$ cat config.mk
export PLATFORM = sky130hd
export DESIGN_NAME = btn_debounce
export DESIGN_NICKNAME = d
export VERILOG_FILES = /design/src/rtl/debounce_pkg.sv /design/src/rtl/sync_2ff.sv /design/src/rtl/btn_debounce.sv
export SDC_FILE = /design/constraint.sdc
export NUM_CORES = 1
export LEC_CHECK = 0
export ABC_CLOCK_PERIOD_IN_PS = 2700
export CAP_MARGIN = 20
export CORE_MARGIN = 2
export CORE_UTILIZATION = 29
export CTS_CLUSTER_DIAMETER = 60
export DETAILED_ROUTE_END_ITERATION = 10
export SETUP_SLACK_MARGIN = 0.4
export SLEW_MARGIN = 10
export SYNTH_ARGS = -nofsm -noshare
export SYNTH_HDL_FRONTEND = slang
export SYNTH_SLANG_ARGS = --single-unit
$ cat constraint.sdc
create_clock -name i_clk -period 2.7 [get_ports i_clk]
set_clock_uncertainty 0.15 [all_clocks]
set_input_delay 0.405 -clock i_clk [delete_from_list [all_inputs] [get_ports i_clk]]
set_output_delay 0.405 -clock i_clk [all_outputs]
set_load 0.01 [all_outputs]
$ cat src/rtl/debounce_pkg.sv
// -----------------------------------------------------------------------------
// debounce_pkg
//
// Shared types and constants for the push-button debouncer.
//
// Contents:
//   debounce_state_t       - FSM state encoding for btn_debounce.
//   STABLE_CYCLES_DEFAULT  - default debounce window (5 ms at 50 MHz).
//   sat_inc()              - saturating increment used by the press counter.
// -----------------------------------------------------------------------------
package debounce_pkg;

  // Debounce FSM states.
  //   IDLE         : released level accepted, waiting for a press.
  //   PRESS_WAIT   : pressed level seen, qualifying it for stability.
  //   PRESSED      : pressed level accepted, waiting for a release.
  //   RELEASE_WAIT : released level seen, qualifying it for stability.
  typedef enum logic [1:0] {
    IDLE         = 2'd0,
    PRESS_WAIT   = 2'd1,
    PRESSED      = 2'd2,
    RELEASE_WAIT = 2'd3
  } debounce_state_t;

  // 250000 cycles = 5 ms at 50 MHz.
  localparam int unsigned STABLE_CYCLES_DEFAULT = 250000;

  // Increment a counter value but hold it at all-ones instead of wrapping.
  // The width is carried by the caller; 32 bits covers any sane counter.
  function automatic logic [31:0] sat_inc(input logic [31:0] value,
                                          input logic [31:0] max_value);
    logic [31:0] result;
    result = value;
    if (value != max_value) begin
      result = value + 32'd1;
    end
    return result;
  endfunction

endpackage : debounce_pkg

$ cat src/rtl/sync_2ff.sv
// -----------------------------------------------------------------------------
// sync_2ff
//
// Single-bit, two-flop synchronizer for bringing an asynchronous level into
// the clk domain. Reusable for any asynchronous board input.
//
// Parameters:
//   RESET_VALUE - level both flops take during reset. Choose the input's
//                 idle level so downstream logic sees no spurious edge when
//                 reset is released.
//
// Ports:
//   clk - destination clock.
//   rst - asynchronous, active-high reset.
//   d   - asynchronous input level.
//   q   - synchronized level, two clk edges after d is first sampled.
// -----------------------------------------------------------------------------
module sync_2ff #(
  parameter logic RESET_VALUE = 1'b0
) (
  input  logic clk,
  input  logic rst,
  input  logic d,
  output logic q
);

  // First stage may go metastable; it is only ever read by the second stage.
  logic meta;

  always_ff @(posedge clk or posedge rst) begin
    if (rst) begin
      meta <= RESET_VALUE;
      q    <= RESET_VALUE;
    end else begin
      // NOTE: non-blocking assignments make both flops sample their inputs
      // from before the edge; blocking here would collapse the chain into
      // one flop and defeat the synchronizer.
      meta <= d;
      q    <= meta;
    end
  end

endmodule : sync_2ff

$ cat src/rtl/btn_debounce.sv
// -----------------------------------------------------------------------------
// btn_debounce
//
// Debounces one raw push-button. The raw level is polarity-corrected,
// synchronized, and then qualified by a four-state FSM that only accepts a
// new level after it has been seen on STABLE_CYCLES consecutive FSM samples
// (in addition to the entry sample). The accepted level drives o_req; the
// accepting transitions produce one-cycle press/release strobes and bump a
// saturating press counter. All outputs are registered so o_req, o_press and
// the counter step come from the same clock edge.
//
// Parameters:
//   STABLE_CYCLES - consecutive stable samples needed to accept a change (>= 2).
//   ACTIVE_LOW    - 1 when the button reads 0 while pressed.
//   COUNT_WIDTH   - width of o_press_count.
//
// Ports:
//   i_clk         - single clock.
//   i_rst         - asynchronous, active-high reset.
//   i_btn         - raw button level, asynchronous, may bounce.
//   o_req         - debounced pressed level.
//   o_press       - one-cycle strobe on an accepted press.
//   o_release     - one-cycle strobe on an accepted release.
//   o_press_count - accepted presses, saturating at all-ones.
// -----------------------------------------------------------------------------
module btn_debounce
  import debounce_pkg::*;
#(
  parameter int unsigned STABLE_CYCLES = STABLE_CYCLES_DEFAULT,
  parameter bit          ACTIVE_LOW    = 1'b0,
  parameter int unsigned COUNT_WIDTH   = 8
) (
  input  logic                   i_clk,
  input  logic                   i_rst,
  input  logic                   i_btn,
  output logic                   o_req,
  output logic                   o_press,
  output logic                   o_release,
  output logic [COUNT_WIDTH-1:0] o_press_count
);

  // Stability counter only has to reach STABLE_CYCLES-1.
  localparam int unsigned      CNT_W    = (STABLE_CYCLES > 1) ? $clog2(STABLE_CYCLES) : 1;
  localparam logic [CNT_W-1:0] CNT_LAST = CNT_W'(STABLE_CYCLES - 1);

  localparam logic [COUNT_WIDTH-1:0] COUNT_MAX = '1;

  // ---------------------------------------------------------------------------
  // Input path: normalise polarity so 1 always means "pressed", then
  // synchronize. Reset value 0 is the released level, so a button held
  // through reset appears as a fresh press once reset is released.
  // ---------------------------------------------------------------------------
  logic btn_n;
  logic btn_s;

  assign btn_n = i_btn ^ ACTIVE_LOW;

  sync_2ff #(
    .RESET_VALUE(1'b0)
  ) u_sync (
    .clk(i_clk),
    .rst(i_rst),
    .d  (btn_n),
    .q  (btn_s)
  );

  // ---------------------------------------------------------------------------
  // FSM state and stability counter
  // ---------------------------------------------------------------------------
  debounce_state_t  state;
  debounce_state_t  state_nxt;
  logic [CNT_W-1:0] cnt;
  logic [CNT_W-1:0] cnt_nxt;

  always_ff @(posedge i_clk or posedge i_rst) begin
    if (i_rst) begin
      state <= IDLE;
      cnt   <= '0;
    end else begin
      state <= state_nxt;
      cnt   <= cnt_nxt;
    end
  end

  always_comb begin
    // NOTE: every variable gets a default before the case so that paths which
    // leave it untouched hold the register value instead of inferring a latch.
    state_nxt = state;
    cnt_nxt   = cnt;

    unique case (state)
      IDLE: begin
        if (btn_s) begin
          state_nxt = PRESS_WAIT;
          cnt_nxt   = '0;
        end
      end

      PRESS_WAIT: begin
        if (!btn_s) begin
          // Bounce: drop back without touching any output.
          state_nxt = IDLE;
        end else if (cnt == CNT_LAST) begin
          state_nxt = PRESSED;
        end else begin
          cnt_nxt = cnt + CNT_W'(1);
        end
      end

      PRESSED: begin
        if (!btn_s) begin
          state_nxt = RELEASE_WAIT;
          cnt_nxt   = '0;
        end
      end

      RELEASE_WAIT: begin
        if (btn_s) begin
          // Release glitch: the pressed level is still the accepted one.
          state_nxt = PRESSED;
        end else if (cnt == CNT_LAST) begin
          state_nxt = IDLE;
        end else begin
          cnt_nxt = cnt + CNT_W'(1);
        end
      end

      default: begin
        state_nxt = IDLE;
        cnt_nxt   = '0;
      end
    endcase
  end

  // ---------------------------------------------------------------------------
  // Output decode. The registered outputs are computed from the transition
  // being taken on this edge, so o_req rises, o_press pulses and the counter
  // steps on the very edge the FSM enters PRESSED.
  // ---------------------------------------------------------------------------
  logic                   press_nxt;
  logic                   release_nxt;
  logic                   req_nxt;
  logic [COUNT_WIDTH-1:0] count_nxt;

  always_comb begin
    press_nxt   = (state == PRESS_WAIT)   && (state_nxt == PRESSED);
    release_nxt = (state == RELEASE_WAIT) && (state_nxt == IDLE);
    req_nxt     = (state_nxt == PRESSED) || (state_nxt == RELEASE_WAIT);
    count_nxt   = o_press_count;
    if (press_nxt) begin
      count_nxt = COUNT_WIDTH'(sat_inc(32'(o_press_count), 32'(COUNT_MAX)));
    end
  end

  always_ff @(posedge i_clk or posedge i_rst) begin
    if (i_rst) begin
      o_req         <= 1'b0;
      o_press       <= 1'b0;
      o_release     <= 1'b0;
      o_press_count <= '0;
    end else begin
      o_req         <= req_nxt;
      o_press       <= press_nxt;
      o_release     <= release_nxt;
      o_press_count <= count_nxt;
    end
  end

endmodule : btn_debounce
**Met1 routing**

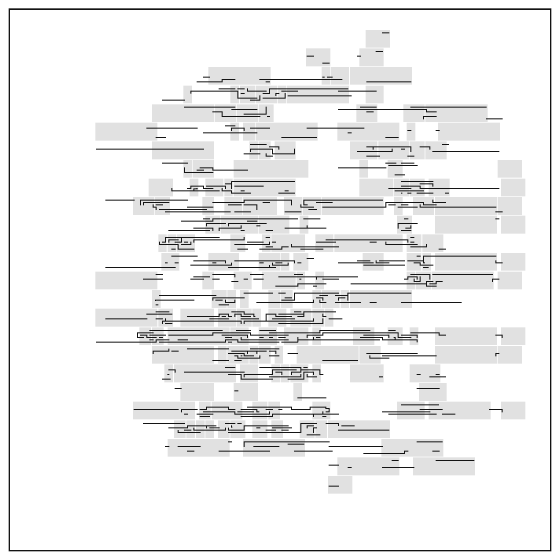
main direction: horizontal
longest straight run: 15.6 um
share of all routed wire: 47%
nets with wire on the layer: 168

**Routing congestion map**

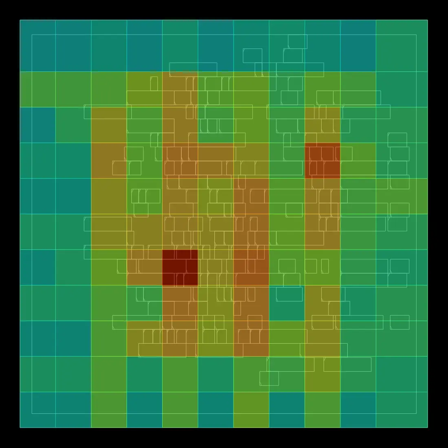
Final Util: 36.6%
WL per Instance: 12.0 um
met1 Use GR: 14.0%

**Cell density map**

Bar = 20 um. 8 x 8 tiles, from dark blue (low) to red (high), 0 to 100% covered.
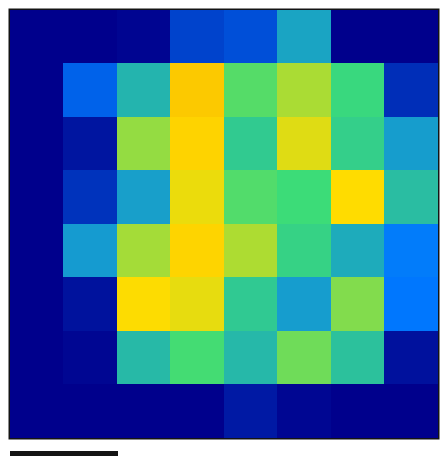
emptiest ninth of the die: lower left
densest ninth of the die: centre
mean over tiles: 31%
fp_density: 29.8%
Core ar.: 5470 sq um

**Sizing map**

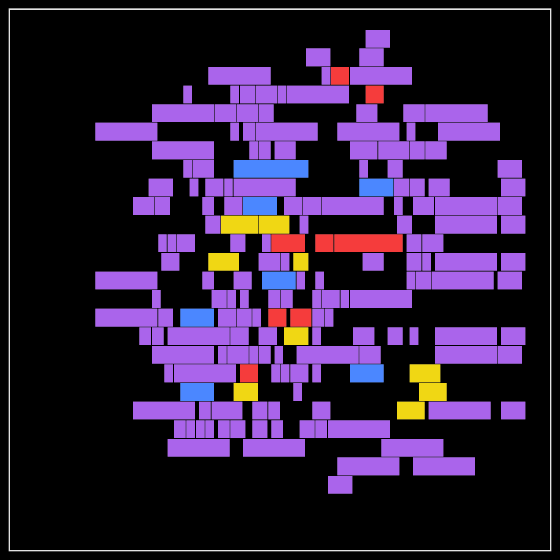
[_2 cells] yellow | cells: 9 | share: 4.9%
[_3 and _4 cells] red | cells: 8 | share: 4.4%
[_6 and larger] blue | cells: 7 | share: 3.8%
[_0 and _1 cells] purple | cells: 158 | share: 87%
Non-clk bufs: 18
design area: 2010 sq um

==> reports/metrics.yaml <==
pg_seq_w: 0.000513
slowest_delay_ps: 580
antenna_found_initial: 0
p_leak_nw: 0.848
vias: 1219
syn_avg_cell_area_sq_um: 10.3
portBuffers: 13
cp-end-kind: "flop"
hold_depth: 0
worstPathRequired_ps: 2710
ys.flops: 33
lay_top_count: "dfrtp_1"
cp_slowest_cell: "or4b_4"
antenna_cells: 0
grt_max_degree: 34
top_logic_kind: "simple AND/OR/NAND/NOR gates"
rows: 27
maxPowerGroup: "registers"
status: "complete, no violations"
synthCells: 158
hold_path_end: "u_sync.q"
fin_crit_sh_pct: 80.1
use_met2_pct: 16.4
pg_comb_w: 0.0000470
dr.first_iter.drc_count: 40
hold_viol: 0
viasPerCell: 4.80
setup_viol: 0
ios: 14
syn_area_sq_um: 1630
[layer usage]
metal  wire length, um  vias up
li1                  -      617
met1              1450      569
met2              1390       27
met3               165        6
met4                47        0
met5                 0        -
[area by class of cell]
type / count / share of cell area (%)
flip-flops and latches: 33 / 41.2
multi-input cells: 117 / 39.1
repair buffers: 18 / 8.36
well taps: 72 / 4.49
clock buffers: 7 / 4.30
clock inverters: 1 / 1.50
inverters: 6 / 1.12
[cell usage after synthesis (2+ instances only)]
master,number,area [sq um]
mux2_2,2,22.5
dfrtp_1,33,826
or3_1,4,25.0
nand2_1,23,86.3
a21o_1,4,30.0
and3_1,4,25.0
nand3_1,6,30.0
ha_1,2,25.0
nor2_1,11,41.3
o31ai_1,6,45.0
xor2_1,6,52.6
o21ai_0,8,40.0
nand2b_1,2,12.5
nand4_1,7,43.8
nor4_1,2,12.5
nand3_2,2,20.0
inv_1,6,22.5
xnor2_1,7,61.3
[flip-flops by register name, summed over array words and instances, names as in the netlist]
| name | cells |
|---|---|
| o_req | 1 |
| u_sync.q | 1 |
| o_press_count | 8 |
| u_sync.meta | 1 |
| o_release | 1 |
| o_press | 1 |
| cnt | 18 |
| state | 2 |
[stage by stage]
step	power [W]	setup WS [ps]	util (%)	hold WS, ps	instances
2_1_floorplan	0.000552	600	-	181	158
3_3_place_gp	0.000570	510	34.1	185	244
3_5_place_dp	0.000570	471	34.1	187	244
4_1_cts	0.00105	459	36.2	204	252
5_1_grt	0.00109	431	36.6	224	254
6_report	0.00103	536	36.6	200	254
[kinds of logic after synthesis]
logic type	after synthesis
xor gates and xnor gates	13
buffers and inverters	8
AOI/OAI and AO/OA	25
adders and majority gates	2
muxes	3
and+or+nand+nor	74
DFF	33
No activity file was given, so power comes from the tool's default toggle rates.
